===== src/rtl/regfile_dump_reader.sv =====
// Register file dump reader: halts the core, streams every register, releases.
// Optional trailing XOR checksum word when REGFILE_DUMP_CHECKSUM_EN is defined.
module regfile_dump_reader #(
    parameter int ADDR_WIDTH = 5,
    parameter int DATA_WIDTH = 32,
    parameter int NUM_REGS   = 2**ADDR_WIDTH
) (
    input  logic                  clk,
    input  logic                  rst,
    input  logic                  start_i,
    input  logic                  halt_ack_i,
    input  logic [DATA_WIDTH-1:0] rf_data_i,
    input  logic                  out_ready_i,
    output logic                  halt_req_o,
    output logic [ADDR_WIDTH-1:0] rf_addr_o,
    output logic                  busy_o,
    output logic                  done_o,
    output logic                  out_valid_o,
    output logic [DATA_WIDTH-1:0] out_data_o,
    output logic [ADDR_WIDTH:0]   out_index_o,
    output logic                  out_last_o
);

    localparam logic [2:0] IDLE  = 3'd0;
    localparam logic [2:0] HALT  = 3'd1;
    localparam logic [2:0] FETCH = 3'd2;
    localparam logic [2:0] SEND  = 3'd3;
    localparam logic [2:0] DONE  = 3'd5;
`ifdef REGFILE_DUMP_CHECKSUM_EN
    localparam logic [2:0] CSUM  = 3'd4;
    localparam logic [ADDR_WIDTH:0] CSUM_IDX = (ADDR_WIDTH+1)'(NUM_REGS);
`endif

    localparam logic [ADDR_WIDTH-1:0] LAST_IDX = ADDR_WIDTH'(NUM_REGS - 1);

    logic [2:0]            r_state;
    logic [ADDR_WIDTH-1:0] r_index;
    logic [ADDR_WIDTH-1:0] r_rf_addr;
    logic                  r_out_valid;
    logic [DATA_WIDTH-1:0] r_out_data;
    logic [ADDR_WIDTH:0]   r_out_index;
    logic                  r_out_last;
`ifdef REGFILE_DUMP_CHECKSUM_EN
    logic [DATA_WIDTH-1:0] r_csum;
`endif

    logic [DATA_WIDTH-1:0] w_word;
    logic                  w_hs;
    logic                  w_is_last;

    // x0 always reads as zero regardless of what the port returns
    assign w_word    = (r_index == '0) ? '0 : rf_data_i;
    assign w_hs      = r_out_valid && out_ready_i;
    assign w_is_last = (r_index == LAST_IDX);

    assign busy_o      = (r_state != IDLE);
    assign done_o      = (r_state == DONE);
    assign halt_req_o  = busy_o && !done_o;
    assign rf_addr_o   = r_rf_addr;
    assign out_valid_o = r_out_valid;
    assign out_data_o  = r_out_data;
    assign out_index_o = r_out_index;
    assign out_last_o  = r_out_last;

    // Dump sequencer: state, index walk and output word register
    always_ff @(posedge clk or posedge rst) begin
        if (rst) begin
            r_state     <= IDLE;
            r_index     <= '0;
            r_rf_addr   <= '0;
            r_out_valid <= 1'b0;
            r_out_data  <= '0;
            r_out_index <= '0;
            r_out_last  <= 1'b0;
        end else begin
            case (r_state)
                IDLE: begin
                    if (start_i) begin
                        r_state <= HALT;
                    end
                end
                HALT: begin
                    if (halt_ack_i) begin
                        r_rf_addr <= r_index;
                        r_state   <= FETCH;
                    end
                end
                FETCH: begin
                    r_out_data  <= w_word;
                    r_out_index <= {1'b0, r_index};
                    r_out_valid <= 1'b1;
`ifdef REGFILE_DUMP_CHECKSUM_EN
                    r_out_last  <= 1'b0;
`else
                    r_out_last  <= w_is_last;
`endif
                    r_state     <= SEND;
                end
                SEND: begin
                    if (w_hs) begin
                        r_out_valid <= 1'b0;
                        if (!w_is_last) begin
                            r_index   <= r_index + 1'b1;
                            r_rf_addr <= r_index + 1'b1;
                            r_state   <= FETCH;
                        end else begin
`ifdef REGFILE_DUMP_CHECKSUM_EN
                            r_state <= CSUM;
`else
                            r_state <= DONE;
`endif
                        end
                    end
                end
`ifdef REGFILE_DUMP_CHECKSUM_EN
                // First cycle loads the checksum word, then waits for its handshake
                CSUM: begin
                    if (!r_out_valid) begin
                        r_out_data  <= r_csum;
                        r_out_index <= CSUM_IDX;
                        r_out_last  <= 1'b1;
                        r_out_valid <= 1'b1;
                    end else if (out_ready_i) begin
                        r_out_valid <= 1'b0;
                        r_state     <= DONE;
                    end
                end
`endif
                DONE: begin
                    r_index <= '0;
                    r_state <= IDLE;
                end
                default: begin
                    r_state <= IDLE;
                end
            endcase
        end
    end

`ifdef REGFILE_DUMP_CHECKSUM_EN
    // Running XOR of every emitted register word, cleared on each new dump
    always_ff @(posedge clk or posedge rst) begin
        if (rst) begin
            r_csum <= '0;
        end else if (r_state == IDLE && start_i) begin
            r_csum <= '0;
        end else if (r_state == FETCH) begin
            r_csum <= r_csum ^ w_word;
        end
    end
`endif

endmodule


===== config.mk =====
export PLATFORM = sky130hd
export DESIGN_NAME = regfile_dump_reader
export DESIGN_NICKNAME = d
export VERILOG_FILES = /design/src/rtl/regfile_dump_reader.sv
export SDC_FILE = /design/constraint.sdc
export NUM_CORES = 1
export LEC_CHECK = 0
export CAP_MARGIN = 15
export CORE_ASPECT_RATIO = 1.2
export CORE_MARGIN = 8
export CORE_UTILIZATION = 43
export CTS_CLUSTER_SIZE = 30
export DETAILED_ROUTE_END_ITERATION = 16
export GPL_ROUTABILITY_DRIVEN = 0
export PLACE_DENSITY = 0.82
export SLEW_MARGIN = 20
export SYNTH_ARGS = -nofsm -noshare
export SYNTH_HDL_FRONTEND = slang
export SYNTH_SLANG_ARGS = --single-unit

===== constraint.sdc =====
create_clock -name clk -period 2.9 [get_ports clk]
set_input_delay 0.725 -clock clk [delete_from_list [all_inputs] [get_ports clk]]
set_output_delay 0.725 -clock clk [all_outputs]
set_load 0.01 [all_outputs]

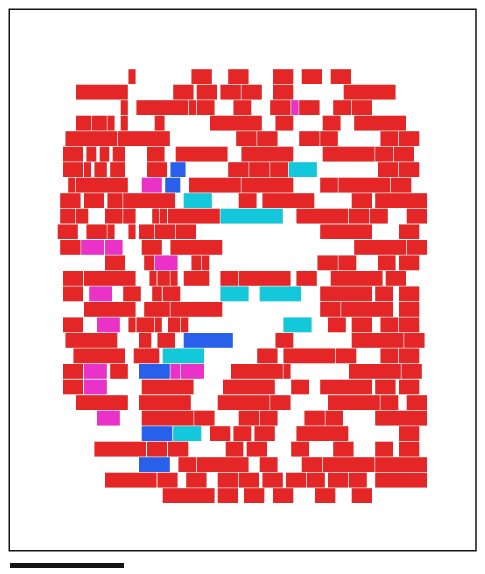
(drive-strength map)
The bar under the picture is 20 um long.
[blue] _3 and _4 cells | cells: 6 | share: 2.5%
[magenta] _2 cells | cells: 12 | share: 4.9%
[red] _0 and _1 cells | cells: 218 | share: 89%
[cyan] _6 and larger | cells: 8 | share: 3.3%
synthesis-to-finish area growth: 42.4%
fin worst setup slack: 299 ps
post-route cell area: 3150 um2
Non-clk bufs: 86

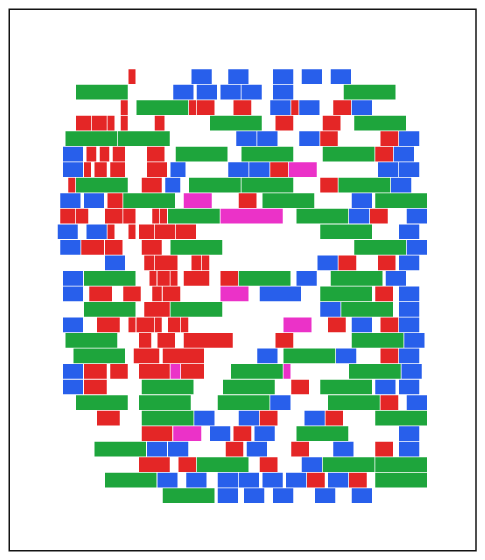
(cells colored by class)
[magenta] clock drivers and dummy loads | cells: 8 | share of their area: 3.5%
[blue] other buffers and delay cells | cells: 86 | share of their area: 28%
[green] flops | cells: 52 | share of their area: 42%
[red] combinational and other logic | cells: 98 | share of their area: 26%

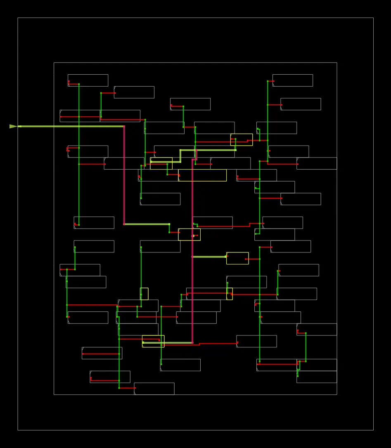
(the clock network)
Sink Count: 52
clk_buf instances: 6

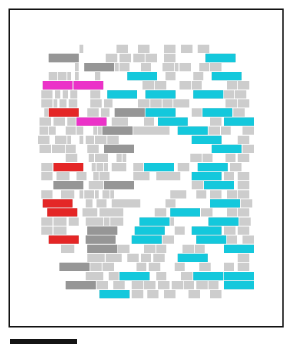
(sequential cells colored by netlist name)
The bar under the picture is 20 um long. Other sequential cells in the stronger gray, the rest of the logic in the fainter gray.
[red] rf_addr_o | placed flops: 5
[magenta] r_state | placed flops: 3
[cyan] out_data_o | placed flops: 32
not colored: 12
Flop area: 1300 um2
Util after Layout: 0.638

==> results.sh <==
# flow metrics
export IMPL_avgSynthCellArea_um2=13.5
export IMPL_worstMarginPinSlew_ps=530
export IMPL_num_io_pins=85
export IMPL_largest_area_cell="dfrtp_1"
export IMPL_grt_pass1_wl_mm=8.75
export IMPL_finalSetupViolCount=0
export IMPL_cap_violations=0
export IMPL_track_usage=0.145
export IMPL_fp_row_count=28
export IMPL_ys_area_um2=2210
export IMPL_max_clock_path_buffers=2
export IMPL_drc_errors=0
export IMPL_cts_tree="built"
export IMPL_p_per_area_nw_per_um2=1060
export IMPL_ys_warn_count=0
export IMPL_clock_skew_ps=4.09
export IMPL_fa_ha_area_frac=0.0169
export IMPL_fp_util=0.448
export IMPL_cp_data_required_time_ps=2170
export IMPL_ys_flops=52
export IMPL_ff_type="dfrtp_1"
export IMPL_grt_pass1_vias=1677
export IMPL_synthTopLogicFamily="AND-OR/OR-AND gates"
export IMPL_maxSlewHeadroom=0.646
export IMPL_h_tree_depth=2
export IMPL_yosys_stat_seqShare=0.588
export IMPL_drive_above_1_share=0.107
export IMPL_fin_nets=283
export IMPL_rsz0062_at_grt="false"
export IMPL_grt_max_degree=33
export IMPL_startpoint_type="register"
export IMPL_cts_root_buf="clkbuf_8"
export IMPL_die_x_um=81.5
export IMPL_clock_latency_ps=300
export IMPL_critical_path_max_fanout=18
export IMPL_critical_path_max_stage_delay_ps=580
export IMPL_cp_slowest_cell="dfrtp_1"
export IMPL_slew_viol_final=0
export IMPL_finalCritPeriodShare=0.897
export IMPL_xor_share=0.0119
export IMPL_dr_first_iter_drc_count=56
export IMPL_period_needed_ps=2600
export IMPL_ant_nets=0
export IMPL_ir_drop_uv=495
export IMPL_clk_pin_slew_ps=90
export IMPL_die_y_um=94.6
export IMPL_vias=1610
export IMPL_hold_buffers=0
export IMPL_antenna_found_initial=0
export IMPL_lay_top_cells="83 x clkdlybuf4s50_1, 52 x dfrtp_1, 34 x a22o_1"
export IMPL_simple_gate_share=0.0825
export IMPL_yosysTopAreaCellShare=0.588
export IMPL_ys_cells=164
export IMPL_leakage_nw=1.36
export IMPL_synthDistinctLibCells=37
export IMPL_hp_class="reg -> reg"
export IMPL_mux_share=0.0610
export IMPL_warnings=27
export IMPL_crit_path_end_kind="output port"
export IMPL_power_w=0.00334
export IMPL_crit_type="reg -> out"
export IMPL_post_cts_buffers=0
export IMPL_syn_area_um2=2210
export IMPL_core_area_um2=4940
export IMPL_cts_buffers=5
export IMPL_tns_ps=0
export IMPL_crit_arrival_ps=1880
export IMPL_syn_inst=164
export IMPL_chipArea_um2=7710
export IMPL_cts_resized=0
export IMPL_n_antenna_cell=0
export IMPL_synthTopCellsByArea="dfrtp_1 59%, a22o_1 13%, mux2_2 4.1%"
export IMPL_hpwl_mm=3.99
export IMPL_layout_top_cell="clkdlybuf4s50_1"
export IMPL_ys_async_sr_fraction=1.00
export IMPL_status="finished clean"
export IMPL_wl_per_cell_um=17.9
export IMPL_cp_cell_sequence="or3_1 -> o21a_1 -> clkdlybuf4s50_1"
export IMPL_synth_edff_count=0
export IMPL_fillerInstances=408
export IMPL_max_freq_ghz=0.385
export IMPL_synth_net_count=204
export IMPL_via_per_inst=5.30
export IMPL_firstDrtPassIters=4
export IMPL_finalHoldViolations=0
export IMPL_grt_ovfl_total=0
export IMPL_finalWirelength_mm=5.45
export IMPL_io_buffer_count=83
export IMPL_aoi_share=0.180
## where the power goes
group | internal [W] | leakage [nW] | total, W | switching [W]
logic | 0.000935 | 0.672 | 0.00158 | 0.000641
registers | 0.00104 | 0.637 | 0.00128 | 0.000241
clock network | 0.000256 | 0.0552 | 0.000488 | 0.000231
total | 0.00223 | 1.36 | 0.00334 | 0.00111
## cell usage after synthesis, types with 2 or more instances
cell type	number
a221o_1	2
a22o_1	34
buf_2	4
buf_4	2
buf_6	6
clkbuf_1	2
dfrtp_1	52
ha_1	3
inv_1	5
mux2_2	8
mux2_4	3
nand2_1	9
nand2b_1	2
nand3b_1	2
nand4_1	2
nor2_1	3
o211a_1	2
o21ai_0	3
xnor2_1	2
## cell families after synthesis
logic type | after synthesis
other cells | 1
buf+inv | 19
simple gates | 28
mux | 11
fa+ha+maj | 3
xor+xnor | 3
flops | 52
compound gates | 47
## registers in the layout, indices dropped and copies added (netlist names)
signal / flops
out_index_o: 5
out_valid_o: 1
r_state: 3
out_data_o: 32
r_index: 5
rf_addr_o: 5
out_last_o: 1
## final cells by class
cell class	instances	area, um2	share of cell area
well taps	60	75.1	0.0238
clock buffers	6	72.6	0.0230
flip-flops and latches	52	1300	0.413
inverters	5	18.8	0.00595
repair buffers	86	866	0.275
multi-input cells	93	785	0.249
clock inverters	2	35.0	0.0111
## per-stage QoR
stage	worst slack, ps	util	std cells	cell area [um2]	hold WS, ps
detailed placement	528	0.617	296	3050	478
global placement	592	0.617	296	3050	469
floorplan	846	-	164	2210	514
CTS	298	0.638	304	3150	499
finish	299	0.638	304	3150	495
global route	213	0.638	304	3150	524
## metal layers
layer / track usage / routed length (um)
met1: 0.181 / 2300
met2: 0.237 / 2720
met3: 0.0352 / 342
met4: 0.0552 / 88
met5: 0 / 0
## path summary, 6_finish.rpt
kind                           startpoint        endpoint  slack (ps)  depth (start not counted)
min in group asynchronous             rst   out_data_o[8]         770                          2
setup / recovery               r_state[1]      halt_req_o         300                          3
setup reg to reg               r_index[0]    rf_addr_o[3]         590                          6
hold / removal             out_index_o[1]  out_index_o[1]         490                          2
hold reg to reg            out_index_o[1]  out_index_o[1]         490                          2
max in group asynchronous             rst  out_data_o[25]        1590                          3
## critical path: cells and delay by family, from the launching register on
kind,cells,cell delay (ps)
AOI/OAI and AO/OA,1,110
buffers and inverters,1,480
DFF,1,580
and+or+nand+nor,1,410
Power figures rest on the tool's default switching activity, not on a simulated workload.
